## src/rtl/fifo_uart_tx.sv

```systemverilog
// fifo_uart_tx: drains a byte FIFO one entry at a time and serialises each
// byte as a UART frame (start, 8 data bits LSB first, optional even parity,
// one stop bit). The read strobe is issued in REQ; the FIFO's registered read
// data is captured in LOAD, the following cycle.
module fifo_uart_tx #(
  parameter int CLKS_PER_BIT = 16,
  parameter bit PARITY_EN    = 1'b0
) (
  input  logic       clk,
  input  logic       rst,
  input  logic       tx_en,
  input  logic       fifo_empty,
  input  logic [7:0] fifo_data,
  output logic       fifo_rd_enb,
  output logic       fifo_rd_reg,
  output logic       tx,
  output logic       busy,
  output logic       byte_done
);

  localparam int CNT_W = (CLKS_PER_BIT > 1) ? $clog2(CLKS_PER_BIT) : 1;
  localparam logic [CNT_W-1:0] CNT_LAST = CNT_W'(CLKS_PER_BIT - 1);

  typedef enum logic [2:0] {
    S_IDLE,
    S_REQ,
    S_LOAD,
    S_START,
    S_DATA,
    S_PARITY,
    S_STOP
  } state_t;

  state_t           state_q, state_d;
  logic [CNT_W-1:0] cnt_q, cnt_d;
  logic [2:0]       bit_idx_q, bit_idx_d;
  logic [7:0]       shift_q, shift_d;
  logic             parity_q, parity_d;
  logic             tx_q, tx_d;
  logic             rd_q, rd_d;
  logic             busy_q, busy_d;
  logic             done_q, done_d;

  logic             bit_end;
  logic             start_ok;

  // The limit-register read path of the FIFO is never used.
  assign fifo_rd_reg = 1'b0;

  assign fifo_rd_enb = rd_q;
  assign tx          = tx_q;
  assign busy        = busy_q;
  assign byte_done   = done_q;

  // Next-state, counter and datapath logic; outputs are derived from the
  // next state so each registered output lines up with its state.
  always_comb begin
    state_d   = state_q;
    cnt_d     = cnt_q;
    bit_idx_d = bit_idx_q;
    shift_d   = shift_q;
    parity_d  = parity_q;

    bit_end  = (cnt_q == CNT_LAST);
    start_ok = tx_en & ~fifo_empty;

    case (state_q)
      S_IDLE: begin
        if (start_ok) begin
          state_d = S_REQ;
        end
      end
      S_REQ: begin
        state_d = S_LOAD;
      end
      S_LOAD: begin
        // Read data is valid exactly one cycle after the strobe.
        shift_d   = fifo_data;
        parity_d  = ^fifo_data;
        cnt_d     = '0;
        bit_idx_d = 3'd0;
        state_d   = S_START;
      end
      S_START: begin
        if (bit_end) begin
          cnt_d   = '0;
          state_d = S_DATA;
        end else begin
          cnt_d = cnt_q + CNT_W'(1);
        end
      end
      S_DATA: begin
        if (bit_end) begin
          cnt_d     = '0;
          shift_d   = {1'b0, shift_q[7:1]};
          // Wraps 7 -> 0 naturally when leaving the data phase.
          bit_idx_d = bit_idx_q + 3'd1;
          if (bit_idx_q == 3'd7) begin
            if (PARITY_EN) begin
              state_d = S_PARITY;
            end else begin
              state_d = S_STOP;
            end
          end
        end else begin
          cnt_d = cnt_q + CNT_W'(1);
        end
      end
      S_PARITY: begin
        if (bit_end) begin
          cnt_d   = '0;
          state_d = S_STOP;
        end else begin
          cnt_d = cnt_q + CNT_W'(1);
        end
      end
      S_STOP: begin
        if (bit_end) begin
          cnt_d = '0;
          // Go straight to the next read to keep the inter-frame gap at 2.
          if (start_ok) begin
            state_d = S_REQ;
          end else begin
            state_d = S_IDLE;
          end
        end else begin
          cnt_d = cnt_q + CNT_W'(1);
        end
      end
      default: begin
        state_d = S_IDLE;
      end
    endcase

    case (state_d)
      S_START:  tx_d = 1'b0;
      S_DATA:   tx_d = shift_d[0];
      S_PARITY: tx_d = parity_d;
      default:  tx_d = 1'b1;
    endcase

    rd_d   = (state_d == S_REQ);
    busy_d = (state_d != S_IDLE);
    done_d = (state_d == S_STOP) && (cnt_d == CNT_LAST);
  end

  // State, counters, shift register and registered outputs.
  always_ff @(posedge clk) begin
    if (rst) begin
      state_q   <= S_IDLE;
      cnt_q     <= '0;
      bit_idx_q <= 3'd0;
      shift_q   <= 8'h00;
      parity_q  <= 1'b0;
      tx_q      <= 1'b1;
      rd_q      <= 1'b0;
      busy_q    <= 1'b0;
      done_q    <= 1'b0;
    end else begin
      state_q   <= state_d;
      cnt_q     <= cnt_d;
      bit_idx_q <= bit_idx_d;
      shift_q   <= shift_d;
      parity_q  <= parity_d;
      tx_q      <= tx_d;
      rd_q      <= rd_d;
      busy_q    <= busy_d;
      done_q    <= done_d;
    end
  end

endmodule

```

## config.mk

```make
export PLATFORM = sky130hd
export DESIGN_NAME = fifo_uart_tx
export DESIGN_NICKNAME = d
export VERILOG_FILES = /design/src/rtl/fifo_uart_tx.sv
export SDC_FILE = /design/constraint.sdc
export NUM_CORES = 1
export LEC_CHECK = 0
export ABC_AREA = 1
export CAP_MARGIN = 20
export CORE_ASPECT_RATIO = 2
export CORE_MARGIN = 2
export CORE_UTILIZATION = 25
export CTS_CLUSTER_SIZE = 16
export DETAILED_ROUTE_END_ITERATION = 10
export MAX_ROUTING_LAYER = met4
export PLACE_DENSITY = 0.52
export SLEW_MARGIN = 5
export SYNTH_ARGS = -nofsm -noshare
export SYNTH_HDL_FRONTEND = slang
export SYNTH_SLANG_ARGS = --single-unit
```

## constraint.sdc

```tcl
create_clock -name clk -period 1.5 [get_ports clk]
set_input_delay 0.225 -clock clk [delete_from_list [all_inputs] [get_ports clk]]
set_output_delay 0.225 -clock clk [all_outputs]
set_load 0.01 [all_outputs]
```

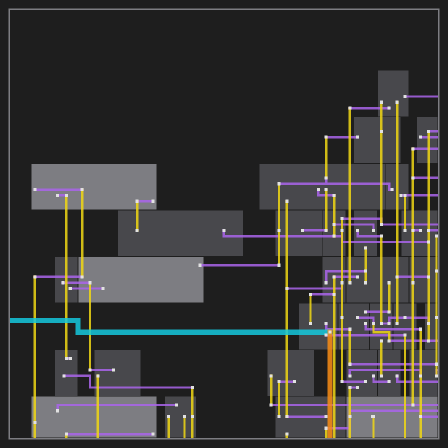
*Layout detail, run 1*
Window x 2 to 27, y 71 to 96 um. Cells in grey, sequential cells in the stronger grey; small squares are vias.
legend:
  purple:
    layer: met1
  yellow:
    layer: met2
  orange:
    layer: met4
  cyan:
    layer: met3
netlist names of flops here include: state_q (3), busy (1)
cells with their middle in the window: 29
most frequent: buf_4 (5), nand2_1 (4), nand3_1 (4)
sequential cells in the window: 4

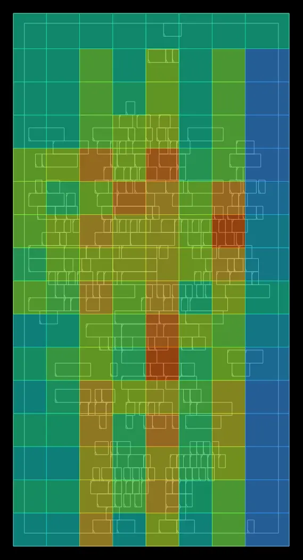
*Congestion heat map, run 1*
met3 capacity usage during global routing: 1.167%
GRT Util Overall: 10.29%

==> summary.txt, run 1 <==
Item: results of the latest flow run.

- The end point of the most critical hold path is shift_q[3].
- The tap cell instance count is 61.
- The detailed-routed wire length on met2 is 1.634 mm.
- The final critical path time including I/O delays and setup is 1.404 ns.
- Post-CTS repair changed the size of 6 cells.
- The area fraction in xor and xnor cells is 0.6135%.
- In this design, the largest share of critical-path delay is due to simple AND/OR/NAND/NOR gates.
- The total congestion overflow is 0.
- The static leakage is 0.9798 nW.
- The startpoint identified for the worst register-to-register timing path is cnt_q[1].
- The hold-critical path depth is 2.
- Max-slew check failures listed in the final report amount to 0.
- The portion of netlist area occupied by mux cells is 0%.
- Pin placement for this block handled 17 I/O pins.
- The detail-routed net length per standard cell is 10.05 um.
- The core utilization before placement is 25.44%.
- Entering global routing, the biggest net connects 15 pins.
- The finished layout holds 311 standard cells, fillers aside.
- The post-synthesis share of cell area spent on full adders, half adders and majority gates is 2.629%.
- In this run the top signal layer used is met4.
- The fraction of layout instances using a drive strength above 1 is 29.60%.
- The detailed router placed 1362 vias in this run.
- The synthesis report lists the most area-consuming cells as sky130_fd_sc_hd__dfxtp_1 32%, sky130_fd_sc_hd__nand2_1 17%, sky130_fd_sc_hd__inv_1 6.8%.
- The clock input transition at the sequential cells of the worst setup and hold paths is 0.06 ns.
- The congestion estimate from routability-driven global placement came to 0.8158.
- In this run, the number of DRC markers left after iteration 0 of detailed routing was 24.
- The total half-perimeter wirelength after legalization and detailed placement is 2.528 mm.
- The run finished with clean final reports.
- After layout, the design draws a total of 1.723 mW.
- The total number of placement rows is 39.
- The signal on the critical path passes through ha_4, nand3_4, nand3_1, nand3_2, nor2_1, nand2_1, nand3b_1, nor2_1.
- Per the placement log, port buffering inserted 15 buffers.
- The most common logic cells in the final layout are 59 x sky130_fd_sc_hd__nand2_1, 26 x sky130_fd_sc_hd__buf_4, 24 x sky130_fd_sc_hd__inv_1, 20 x sky130_fd_sc_hd__dfxtp_1, 17 x sky130_fd_sc_hd__nor2_1.
- The met2 global-route usage is 17.12%.
- In the synthesized netlist the dominant register cell turns out to be sky130_fd_sc_hd__dfxtp_1.
- The cell type with the highest aggregate area in the netlist is sky130_fd_sc_hd__dfxtp_1.
- The biggest slice of the total power is consumed by sequential cells.
- The final number of setup-violating endpoints is 0.
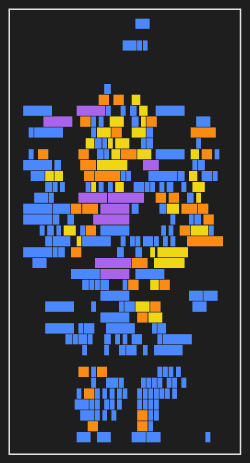
*Cells by drive strength, run 1*
(4 px per um)
legend:
  orange:
    size: drive 3 to 4
    cells: 35
  yellow:
    size: drive 2
    cells: 30
  blue:
    size: drive 1 or less
    cells: 176
  purple:
    size: drive 6 and up
    cells: 9
final setup margin: 0.09594 ns
Plain + repair buffers: 45
post-route standard cell area excluding fillers: 2009 um2
area delta synth->final: 40.75%

## Run 2: what changed since run 1
--- a/config.mk
+++ b/config.mk
@@ -18,3 +18,4 @@
 export SYNTH_ARGS = -nofsm -noshare
 export SYNTH_HDL_FRONTEND = slang
 export SYNTH_SLANG_ARGS = --single-unit
+export TNS_END_PERCENT = 50
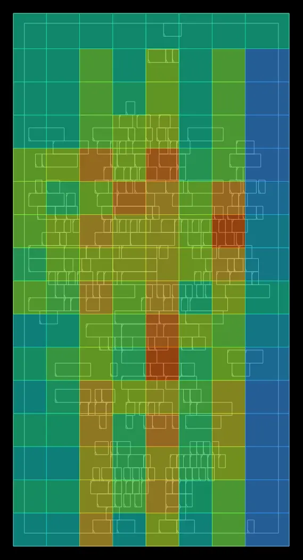
*Congestion heat map, run 2*
Most Crowded Layer GR: met2
global routing met2 resource utilization: 17.12%
met1 routing resource usage after global routing: 12.92%
core occupancy in the finished layout: 35.81%
WL per Instance: 10.05 um

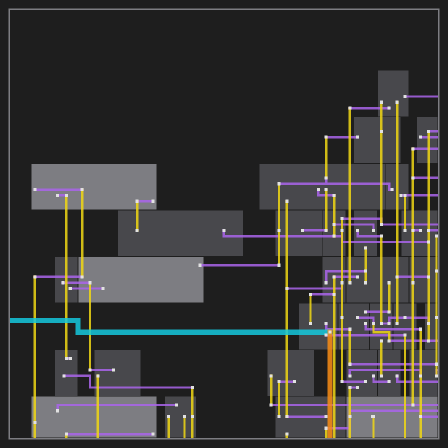
*Layout detail, run 2*
Window x 2 to 27, y 71 to 96 um. Cells in grey, sequential cells in the stronger grey; small squares are vias.
legend:
  yellow:
    layer: met2
  cyan:
    layer: met3
  orange:
    layer: met4
  purple:
    layer: met1
cells with their middle in the window: 29
most frequent: buf_4 (5), nand2_1 (4), nand3_1 (4)
sequential cells in the window: 4
netlist names of flops here include: state_q (3), busy (1)

==> summary.txt, run 2 <==
Item: results of the latest flow run.

- The run finished with clean final reports.
- Pin placement for this block handled 17 I/O pins.
- For this block, the via count after detailed routing is 1362.
- The area fraction in xor and xnor cells is 0.6135%.
- For reference, the placement row count at floorplan is 39.
- The end point of the most critical hold path is shift_q[3].
- The final power report lists total power as 1.723 mW.
- The number of non-clock buffers in the layout is 45.
- The leakage component of the power was reported as 0.9798 nW.
- The final weighted congestion in routability-driven placement is 0.8158.
- The core utilization before placement is 25.44%.
- The global-route track usage on met3 is 1.167%.
- In this run the critical path is formed by ha_4, nand3_4, nand3_1, nand3_2, nor2_1, nand2_1, nand3b_1, nor2_1.
- Per the synthesis report, the adder-cell share of the synthesized area is 2.629%.
- The final timing report counts setup violations totalling 0.
- The tap cell instance count is 61.
- Summed over all instances, the cell type with the most area after synthesis is sky130_fd_sc_hd__dfxtp_1.
- Summed over all layers, the global routing overflow is 0.
- The final non-filler cell area is 2009 um2.
- In the global route stage, overall resource usage came out at 10.29%.
- The most common logic cells in the final layout are 59 x sky130_fd_sc_hd__nand2_1, 26 x sky130_fd_sc_hd__buf_4, 24 x sky130_fd_sc_hd__inv_1, 20 x sky130_fd_sc_hd__dfxtp_1, 17 x sky130_fd_sc_hd__nor2_1.
- Ranked by total cell area, the synthesized netlist is headed by sky130_fd_sc_hd__dfxtp_1 32%, sky130_fd_sc_hd__nand2_1 17%, sky130_fd_sc_hd__inv_1 6.8%.
- The top contributor to total power is sequential cells.
- The post-route netlist has 29.60% of its cells at a drive strength greater than 1.
- The hold-critical path depth is 2.
- The violation count after the first detailed-route iteration is 24.
- The portion of netlist area occupied by mux cells is 0%.
- The layout-stage area growth over the synthesis result is 40.75%.
- The highest metal layer with signal wires is met4.
- The detailed-routed wire length on met2 is 1.634 mm.
No activity file was given, so power comes from the tool's default toggle rates.
